--- config.mk ---
export PLATFORM = sky130hd
export DESIGN_NAME = ras_stack_flat
export DESIGN_NICKNAME = d
export VERILOG_FILES = /design/src/rtl/ras_stack_pkg.sv /design/src/rtl/ras_stack_if.sv /design/src/rtl/ras_lutram.sv /design/src/rtl/ras_stack.sv /design/src/flat_wrapper.sv
export SDC_FILE = /design/constraint.sdc
export NUM_CORES = 1
export LEC_CHECK = 0
export CAP_MARGIN = 20
export CORE_MARGIN = 4
export CORE_UTILIZATION = 35
export DETAILED_ROUTE_END_ITERATION = 8
export GPL_ROUTABILITY_DRIVEN = 0
export GPL_TIMING_DRIVEN = 0
export PLACE_DENSITY = 0.54
export SETUP_SLACK_MARGIN = 0.02
export SLEW_MARGIN = 20
export SYNTH_ARGS = -nofsm -noshare
export SYNTH_HDL_FRONTEND = slang
export SYNTH_SLANG_ARGS = --single-unit
--- constraint.sdc ---
create_clock -name clk -period 6.05 [get_ports clk]
set_input_delay 1.21 -clock clk [delete_from_list [all_inputs] [get_ports clk]]
set_output_delay 1.21 -clock clk [all_outputs]
set_load 0.01 [all_outputs]
--- src/rtl/ras_stack_pkg.sv ---
// Shared definitions for the return-address stack.
// RAS_DEPTH / RAS_ADDR_W size the stack. ras_ckpt_t is the checkpoint record
// {wr_ptr, count}, which the branch-tracking logic can reuse.
package ras_stack_pkg;

    localparam int RAS_DEPTH  = 8;
    localparam int RAS_ADDR_W = 32;
    localparam int RAS_PTR_W  = $clog2(RAS_DEPTH);

    // count is one bit wider than wr_ptr so that it can hold RAS_DEPTH itself
    typedef struct packed {
        logic [RAS_PTR_W-1:0] wr_ptr;
        logic [RAS_PTR_W:0]   count;
    } ras_ckpt_t;

endpackage

--- src/rtl/ras_stack_if.sv ---
// Fetch-side bundle for the return-address stack.
// master: the fetch / predictor logic. It drives the operations and reads the top.
// slave : ras_stack.
//   push, push_addr  store a return address as the new top
//   pop              discard the top
//   flush            empty the stack
//   ckpt_save        snapshot the post-update pointer and count
//   ckpt_restore     rewind to the snapshot
//   top_valid        stack non-empty
//   top_addr         current top entry
interface ras_stack_if
    import ras_stack_pkg::*;
();
    logic                  push;
    logic [RAS_ADDR_W-1:0] push_addr;
    logic                  pop;
    logic                  flush;
    logic                  ckpt_save;
    logic                  ckpt_restore;
    logic                  top_valid;
    logic [RAS_ADDR_W-1:0] top_addr;

    modport master (
        output push, push_addr, pop, flush, ckpt_save, ckpt_restore,
        input  top_valid, top_addr
    );

    modport slave (
        input  push, push_addr, pop, flush, ckpt_save, ckpt_restore,
        output top_valid, top_addr
    );
endinterface

--- src/rtl/ras_lutram.sv ---
// DEPTH x ADDR_W storage for the return-address stack.
// It has one synchronous write port and one asynchronous read port. The read is
// combinational, so the top of the stack is available in the same cycle.
//   clk    write clock
//   we     write enable
//   waddr  write index
//   wdata  write data
//   raddr  read index
//   rdata  read data, combinational from raddr
module ras_lutram #(
    parameter int DEPTH  = 8,
    parameter int ADDR_W = 32
) (
    input  logic                     clk,
    input  logic                     we,
    input  logic [$clog2(DEPTH)-1:0] waddr,
    input  logic [ADDR_W-1:0]        wdata,
    input  logic [$clog2(DEPTH)-1:0] raddr,
    output logic [ADDR_W-1:0]        rdata
);
    logic [ADDR_W-1:0] mem [DEPTH];

    // Contents are never reset. Slots become meaningful only once a push has
    // written them.
    always_ff @(posedge clk) begin
        if (we) begin
            mem[waddr] <= wdata;
        end
    end

    assign rdata = mem[raddr];
endmodule

--- src/rtl/ras_stack.sv ---
// Return-address stack for the fetch-stage branch predictor.
// A call pushes its return PC and a return pops it. The top entry is offered
// combinationally as the predicted target of the return. The storage is a
// circular buffer, so an overflow overwrites the oldest entry instead of
// stalling. One checkpoint of {wr_ptr, count} allows a rewind on a mispredict.
//   clk    core clock
//   rst_n  synchronous active-low reset
//   bus    ras_stack_if slave modport (operations in, top_valid/top_addr out)
module ras_stack
    import ras_stack_pkg::*;
(
    input  logic         clk,
    input  logic         rst_n,
    ras_stack_if.slave   bus
);
    localparam int DEPTH = RAS_DEPTH;
    localparam int PTR_W = RAS_PTR_W;

    typedef logic [PTR_W-1:0] ptr_t;
    typedef logic [PTR_W:0]   cnt_t;

    ptr_t      wr_ptr_reg, wr_ptr_next;
    cnt_t      count_reg, count_next;
    ras_ckpt_t ckpt_reg, ckpt_next;

    logic      mem_we;
    ptr_t      mem_waddr;
    ptr_t      top_ptr;

    // The top entry sits one slot below the write pointer. The subtraction
    // wraps 0 -> DEPTH-1 naturally.
    assign top_ptr = wr_ptr_reg - ptr_t'(1);

    always_comb begin
        wr_ptr_next = wr_ptr_reg;
        count_next  = count_reg;
        ckpt_next   = ckpt_reg;
        mem_we      = 1'b0;
        mem_waddr   = wr_ptr_reg;

        if (bus.flush) begin
            // The pointer is kept. Only the occupancy is cleared.
            count_next = '0;
        end else if (bus.ckpt_restore) begin
            // Entries written since the save are not restored. Stale
            // entries are an accepted prediction inaccuracy.
            wr_ptr_next = ckpt_reg.wr_ptr;
            count_next  = ckpt_reg.count;
        end else if (bus.push && bus.pop && (count_reg != '0)) begin
            // A return followed by a call replaces the top in place.
            mem_we    = 1'b1;
            mem_waddr = top_ptr;
        end else if (bus.push) begin
            // At full occupancy this write lands on the oldest slot.
            mem_we      = 1'b1;
            wr_ptr_next = wr_ptr_reg + ptr_t'(1);
            if (count_reg != cnt_t'(DEPTH)) begin
                count_next = count_reg + cnt_t'(1);
            end
        end else if (bus.pop && (count_reg != '0)) begin
            wr_ptr_next = top_ptr;
            count_next  = count_reg - cnt_t'(1);
        end

        // The snapshot holds the values the registers take at this edge.
        if (bus.ckpt_save && !bus.flush && !bus.ckpt_restore) begin
            ckpt_next.wr_ptr = wr_ptr_next;
            ckpt_next.count  = count_next;
        end
    end

    always_ff @(posedge clk) begin
        if (!rst_n) begin
            wr_ptr_reg <= '0;
            count_reg  <= '0;
            ckpt_reg   <= '0;
        end else begin
            wr_ptr_reg <= wr_ptr_next;
            count_reg  <= count_next;
            ckpt_reg   <= ckpt_next;
        end
    end

    ras_lutram #(
        .DEPTH  (DEPTH),
        .ADDR_W (RAS_ADDR_W)
    ) u_mem (
        .clk   (clk),
        .we    (mem_we),
        .waddr (mem_waddr),
        .wdata (bus.push_addr),
        .raddr (top_ptr),
        .rdata (bus.top_addr)
    );

    assign bus.top_valid = (count_reg != '0);
endmodule
--- src/flat_wrapper.sv ---
// flat-port wrapper written by rule: the top's interface ports become plain ports
module ras_stack_flat import ras_stack_pkg::*;
  (clk, rst_n, bus_push, bus_push_addr, bus_pop, bus_flush, bus_ckpt_save, bus_ckpt_restore, bus_top_valid, bus_top_addr);
  ras_stack_if bus_i ();
  input  logic clk;
  input  logic rst_n;
  input wire logic [$bits(bus_i.push)-1:0] bus_push;
  input wire logic [$bits(bus_i.push_addr)-1:0] bus_push_addr;
  input wire logic [$bits(bus_i.pop)-1:0] bus_pop;
  input wire logic [$bits(bus_i.flush)-1:0] bus_flush;
  input wire logic [$bits(bus_i.ckpt_save)-1:0] bus_ckpt_save;
  input wire logic [$bits(bus_i.ckpt_restore)-1:0] bus_ckpt_restore;
  output wire logic [$bits(bus_i.top_valid)-1:0] bus_top_valid;
  output wire logic [$bits(bus_i.top_addr)-1:0] bus_top_addr;
  assign bus_i.push = bus_push;
  assign bus_i.push_addr = bus_push_addr;
  assign bus_i.pop = bus_pop;
  assign bus_i.flush = bus_flush;
  assign bus_i.ckpt_save = bus_ckpt_save;
  assign bus_i.ckpt_restore = bus_ckpt_restore;
  assign bus_top_valid = bus_i.top_valid;
  assign bus_top_addr = bus_i.top_addr;
  ras_stack u_core (.clk(clk), .rst_n(rst_n), .bus(bus_i));
endmodule
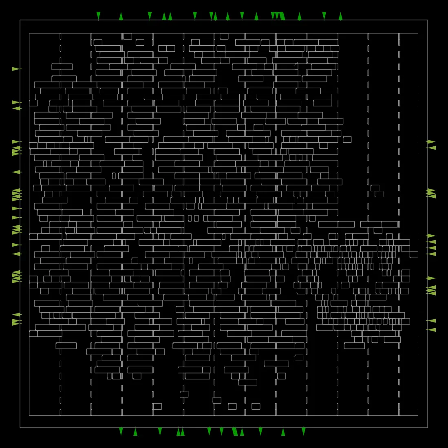
Run 1: cell outlines without signal wires
flop share of the area: 0.611
final non-filler cell total: 1059
Fillers: 2565

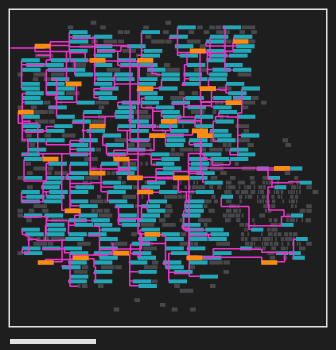
Run 1: clock distribution
Scale bar: 50 um.
Orange marks cells driving clock nets, count 29. Magenta marks clock wires, length 3220 um. Cyan marks flip-flops, count 270.
There are 30 routed clock nets.
proportion of power drawn by the clock network: 0.390
Insertion Delay late pin: 0.55 ns
total clock network power: 0.00161 W
skew final: 0.0154 ns

==> results.py, run 1 <==
# Auto-generated metrics
metrics = {
    "worst_setup_path": {
        "endpoint_kind": "primary output",
        "startpoint": "u_core.wr_ptr_reg[0]",
        "worstRegToRegCells": 12,
        "cp_max_fo": 10,
        "r2r-end": "u_core.u_mem.mem[0][14]",
        "cp.arrival_ns": 4.29,
        "critPathRequiredTime_ns": 4.84,
        "startpoint_type": "flip-flop",
        "endpoint": "bus_top_addr[24]",
        "r2r_slack_ns": 1.54,
        "reg2reg_from": "u_core.wr_ptr_reg[0]",
        "critical_path_class": "flip-flop to primary output",
    },
    "power_and_ir_drop": {
        "p_per_area_mw_per_mm2": 316,
        "power_w": 0.00412,
        "leakagePower_nw": 4.12,
        "peakVddDrop_v": 0.000235,
    },
    "worst_hold_path": {
        "hold_class": "flip-flop to flip-flop",
        "worstHoldEndpoint": "u_core.count_reg[1]",
        "min_from": "u_core.ckpt_reg[1]",
        "min_path_cells": 2,
    },
    "route": {
        "dr_wl_met2_um": 11200,
        "drt-pass1-iter-count": 5,
        "wl_met1_um": 10300,
        "avgViaCountPerCell": 5.14,
        "wl_met3_um": 1360,
        "ant_nets": 0,
        "drc": 0,
        "first_iter_violations": 429,
        "maxUsedRoutingLayer": "met5",
    },
    "global_routing": {
        "grt_util_met1": 0.195,
        "grt_max_degree": 16,
        "antenna_found_initial": 2,
        "grt_overflow": 0,
        "use_met3": 0.0339,
        "met2_usage": 0.225,
        "grt_pass1_wl_um": 35500,
        "grt_pass1_vias": 5815,
        "grt.busiest_layer": "met2",
    },
    "logic_synthesis": {
        "top_cells_by_count": "edfxtp_1, mux4_2, mux2_2, clkbuf_1, dfxtp_1",
        "synth_area_leader_cell": "edfxtp_1",
        "flop_cell": "edfxtp_1",
        "syn_inst": 516,
        "synthTopLogicFamily": "multiplexers",
        "yosys_cells": 516,
        "netlist_area_mm2": 0.0107,
        "seq_area_frac_synth": 0.745,
        "xor_area_frac": 0.00328,
        "mux_share": 0.170,
        "synthArstFlopShare": 0,
        "top_cells_by_area": "edfxtp_1, mux4_2, mux2_2",
        "ys_sh_simple": 0.0319,
        "ys_area_mm2": 0.0107,
        "syn_area_per_cell_um2": 20.7,
        "fa_ha_area_frac": 0.00468,
        "ys.warnings.count": 0,
        "top_cell_area_share": 0.719,
        "ys_types": 52,
        "syn-num-nets": 559,
        "synth.cellmix.compoundShare": 0.0296,
        "synth.most_common_cell": "edfxtp_1",
        "edf_count": 256,
        "ys_seq_elements": 270,
    },
    "floorplan": {
        "die_w_um": 183,
        "fp.dieH_um": 183,
        "coreArea_mm2": 0.0299,
        "initCoreUtil": 0.358,
        "io_pins": 72,
        "die-area_mm2": 0.0334,
        "std_cell_rows": 63,
    },
    "clock_network": {
        "cts_root_buffer": "clkbuf_16",
        "clock_sinks": 270,
        "numCtsBuffers": 29,
        "cts_max_level": 1,
        "clockBufferDepth": 3,
        "postCtsHoldBufs": 0,
        "post_cts_buffers": 0,
        "cts_tree": "done",
        "cts_resized": 0,
        "clkSlewWorstSetupHoldPaths_ns": 0.07,
    },
    "final_timing": {
        "period_minus_slack_ns": 5.50,
        "relSlewSlack": 0.418,
        "setup_violations": 0,
        "final-hold-violation-count": 0,
        "rsz0062_at_grt": "false",
        "fmax_mhz": 182,
        "fin_crit_sh": 0.910,
        "slew_viol_final": 0,
        "tightest_slew_ns": 0.873,
    },
    "job": {
        "maxCapViolations": 0,
        "tool_warnings": 28,
    },
    "final_layout": {
        "fin_nets": 693,
        "post-route-cell-area_mm2": 0.0130,
        "n_antenna_cell": 0,
        "area_growth_pct": 22.0,
        "drive_gt1_frac": 0.283,
        "largest_register_ffs": 256,
    },
    "placed_design": {
        "dp_hpwl_um": 16200,
        "port_buffers": 70,
        "post_dp_cell_area_mm2": 0.0122,
    },
    "run_status": {
        "status": "completed",
    },
}
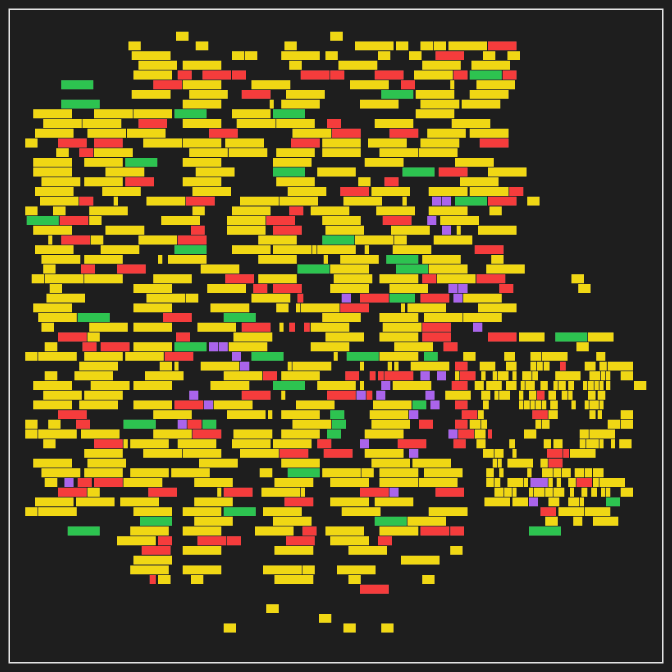
Run 1: drive-strength map
Yellow marks drive 1 or less, cells 480, most used edfxtp_1. Green marks drive 6 and up, cells 38, most used clkbuf_16. Purple marks drive 3 to 4, cells 31, most used buf_4. Red marks drive 2, cells 120, most used mux4_2.

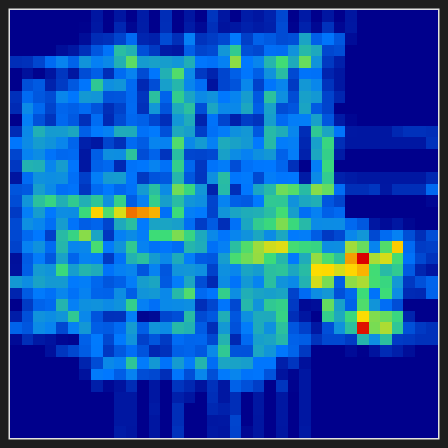
Run 1: wire density map
37 x 37 tiles, from dark blue (low) to red (high), scaled to the fullest tile. Values are wire area over tile area, all layers added.
25% of the tiles are nearly empty. The mean over all tiles is 0.11. 4.7% of the tiles are over half the peak.
wire per inst: 22.0 um
gr usage total: 0.139
Total Wirelength: 23300 um
Via Count: 5443

[run 1: worst max-delay path, cell delays in order (launching register included)]
cell	delay, ns
dfxtp_1	0.34
clkbuf_1	0.26
buf_2	0.36
inv_1	0.20
ha_1	0.32
clkbuf_1	0.34
clkbuf_1	0.71
mux4_2	0.40
mux2_2	0.31
clkdlybuf4s50_1	0.49
[run 1: through the flow]
stage                     TNS (ns)  cells  hold WS (ns)  utilization  setup slack, ns
after CTS                        0   1059         0.481        0.437            0.497
after detailed placement         0   1009         0.458        0.408             1.10
final                            0   1059         0.482        0.437            0.545
after global routing             0   1059         0.502        0.437            0.270
after global placement     -500.27    976         0.443        0.398            -2.32
after floorplan                  0    516         0.432            -             1.20
[run 1: cells by family after synthesis]
family / Yosys count
flops: 270
mux: 98
simple gates: 60
compound gates: 43
buf+inv: 37
xor+xnor: 4
fa+ha+maj: 4
[run 1: power breakdown]
group | switching, W | leakage, nW | internal [W]
Combinational | 0.000216 | 1.29 | 0.000223
Clock | 0.000689 | 0.410 | 0.000920
Sequential | 0.00000740 | 2.42 | 0.00207
[run 1: cell usage in the layout, fill, tap and decap left out, drive strengths merged, types with 3 or more instances in the layout]
cell type and count:
mux2 33, nor3 6, edfxtp 256, ha 4, nand2 11, nand2b 4, nor3b 6, inv 12
o21ai 3, a31oi 5, clkbuf 54, nand3 6, or4 4, nor2 10, buf 42, o211ai 3
mux4 64, a211oi 3, clkinv 9, a21oi 9, clkdlybuf4s50 70, dfxtp 14
[run 1: layout make-up]
class | instances | area (um2)
multi-input combinational | 209 | 2610
tap | 390 | 488
timing repair buffer | 103 | 971
buffer | 26 | 118
fill | 2565 | 16800
inverter | 11 | 41.3
clock inverter | 13 | 101
clock buffer | 37 | 756
sequential | 270 | 7970
## Run 2: what changed since run 1
Settings changed: SETUP_SLACK_MARGIN 0.02 to unset.
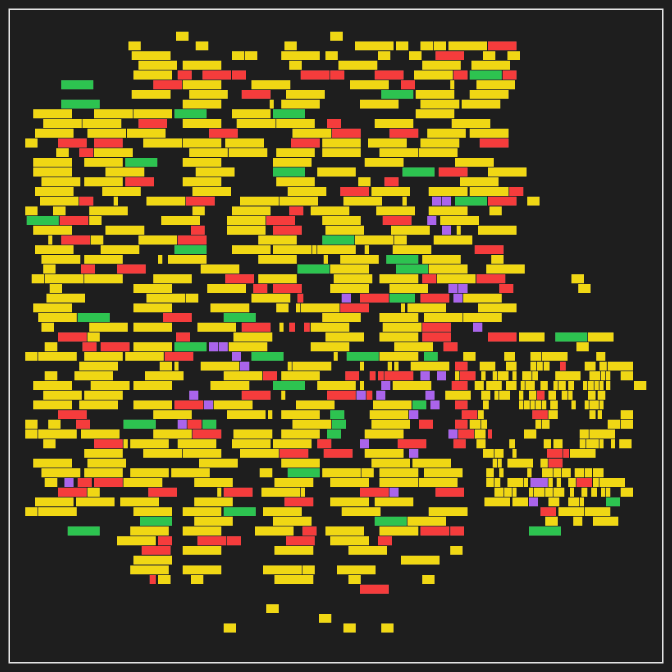
Run 2: drive-strength map
Yellow marks drive 1 or less, cells 480, most used edfxtp_1. Red marks drive 2, cells 120, most used mux4_2. Purple marks drive 3 to 4, cells 31, most used buf_4. Green marks drive 6 and up, cells 38, most used clkbuf_16.

==> run 2 against run 1 <==
Critical path depth unchanged. Non-clock buffer count stayed put. Final area unchanged. Global-route usage did not move. Die area stayed put. Routed wire length did not move. Final cell count is the same. Combinational power about the same. Worst setup slack stayed put. Total power did not move. Synthesized cell count did not move. Fmax stayed put. Critical endpoint unchanged. Largest power group unchanged.
==> results.py, run 2 <==
# Auto-generated metrics
metrics = {
    "final_layout": {
        "post-route-cell-area_mm2": 0.0130,
        "fin_cells": 1059,
        "largest_register_ffs": 256,
        "n_antenna_cell": 0,
        "fin_nets": 693,
    },
    "logic_synthesis": {
        "flop_cell": "edfxtp_1",
        "top_cells_by_area": "edfxtp_1, mux4_2, mux2_2",
        "ys_area_mm2": 0.0107,
        "syn-num-nets": 559,
        "ys_types": 52,
        "top_cell_area_share": 0.719,
        "netlist_area_mm2": 0.0107,
        "fa_ha_area_frac": 0.00468,
        "ys.warnings.count": 0,
        "mux_share": 0.170,
        "synthArstFlopShare": 0,
        "synth.most_common_cell": "edfxtp_1",
        "edf_count": 256,
        "synthTopLogicFamily": "multiplexers",
        "synth.cellmix.compoundShare": 0.0296,
        "ys_sh_simple": 0.0319,
        "top_cells_by_count": "edfxtp_1, mux4_2, mux2_2, clkbuf_1, dfxtp_1",
        "xor_area_frac": 0.00328,
        "seq_area_frac_synth": 0.745,
    },
    "run_status": {
        "status": "completed",
    },
    "worst_hold_path": {
        "hold_class": "flip-flop to flip-flop",
    },
    "clock_network": {
        "post_cts_buffers": 0,
        "cts_root_buffer": "clkbuf_16",
        "clock_sinks": 270,
        "cts_tree": "done",
        "clkSlewWorstSetupHoldPaths_ns": 0.07,
        "numCtsBuffers": 29,
        "cts_resized": 0,
        "clockBufferDepth": 3,
        "postCtsHoldBufs": 0,
    },
    "worst_setup_path": {
        "endpoint_kind": "primary output",
        "cp_max_fo": 10,
        "worstRegToRegCells": 12,
        "startpoint_type": "flip-flop",
        "cp.arrival_ns": 4.29,
    },
    "global_routing": {
        "grt_pass1_vias": 5815,
        "grt_pass1_wl_um": 35500,
        "grt_overflow": 0,
    },
    "route": {
        "drt_wl_total_um": 23300,
        "wl_met1_um": 10300,
        "num_vias": 5443,
        "dr_wl_met2_um": 11200,
        "wl_met3_um": 1360,
        "maxUsedRoutingLayer": "met5",
        "wire_per_inst_um": 22.0,
        "drc": 0,
    },
    "final_timing": {
        "tightest_slew_ns": 0.873,
        "period_minus_slack_ns": 5.50,
        "holdWs_ns": 0.482,
        "relSlewSlack": 0.418,
        "skew_ns": 0.0154,
        "fin_crit_sh": 0.910,
        "final-hold-violation-count": 0,
        "setup_violations": 0,
    },
    "placed_design": {
        "dp_slack_ns": 1.10,
        "port_buffers": 70,
        "dp_hpwl_um": 16200,
    },
    "floorplan": {
        "fp.dieH_um": 183,
        "initCoreUtil": 0.358,
        "io_pins": 72,
        "die_w_um": 183,
    },
    "power_and_ir_drop": {
        "p_per_area_mw_per_mm2": 316,
        "peakVddDrop_v": 0.000235,
    },
}
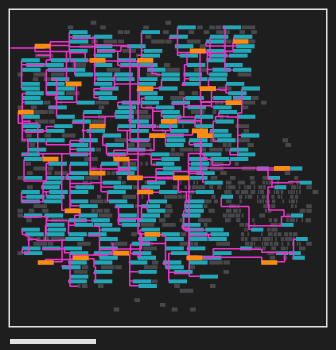
Run 2: clock distribution
Scale bar: 50 um.
Orange marks cells driving clock nets, count 29. Magenta marks clock wires, length 3220 um. Cyan marks flip-flops, count 270.
There are 30 routed clock nets.

[run 2: cell counts after synthesis]
Identical to the previous run, type by type.
[run 2: layout make-up]
cell class                 instances  area (um2)
buffer                            26         118
inverter                          11        41.3
sequential                       270        7970
tap                              390         488
multi-input combinational        209        2610
fill                            2565       16800
clock inverter                    13         101
clock buffer                      37         756
timing repair buffer             103         971
[run 2: report_power, final]
group | internal [W] | leakage (nW) | switching [W]
logic | 0.000223 | 1.29 | 0.000216
registers | 0.00207 | 2.42 | 0.00000740
clock network | 0.000920 | 0.410 | 0.000689
total | 0.00321 | 4.12 | 0.000912
[run 2: final timing paths]
path | startpoint | endpoint
hold / removal | u_core.ckpt_reg[1] | u_core.count_reg[1]
setup / recovery | u_core.wr_ptr_reg[0] | bus_top_addr[24]
hold reg to reg | u_core.ckpt_reg[1] | u_core.count_reg[1]
setup reg to reg | u_core.wr_ptr_reg[0] | u_core.u_mem.mem[0][14]
[run 2: routing by layer]
layer | track usage | up-vias
met2 | 0.225 | 158
li1 | - | 2421
met5 | 0 | -
met3 | 0.0339 | 37
met4 | 0.0271 | 4
met1 | 0.195 | 2823
[run 2: cell families after synthesis]
family                     after synthesis
adders and majority gates                4
xor gates and xnor gates                 4
AOI/OAI and AO/OA                       43
and+or+nand+nor                         60
muxes                                   98
DFF                                    270
buffers and inverters                   37
[run 2: worst max-delay path, cell delays in order, from the launching register on]
cell             delay, ns
dfxtp_1               0.34
clkbuf_1              0.26
buf_2                 0.36
inv_1                 0.20
ha_1                  0.32
clkbuf_1              0.34
clkbuf_1              0.71
mux4_2                0.40
mux2_2                0.31
clkdlybuf4s50_1       0.49
No activity file was given, so power comes from the tool's default toggle rates.
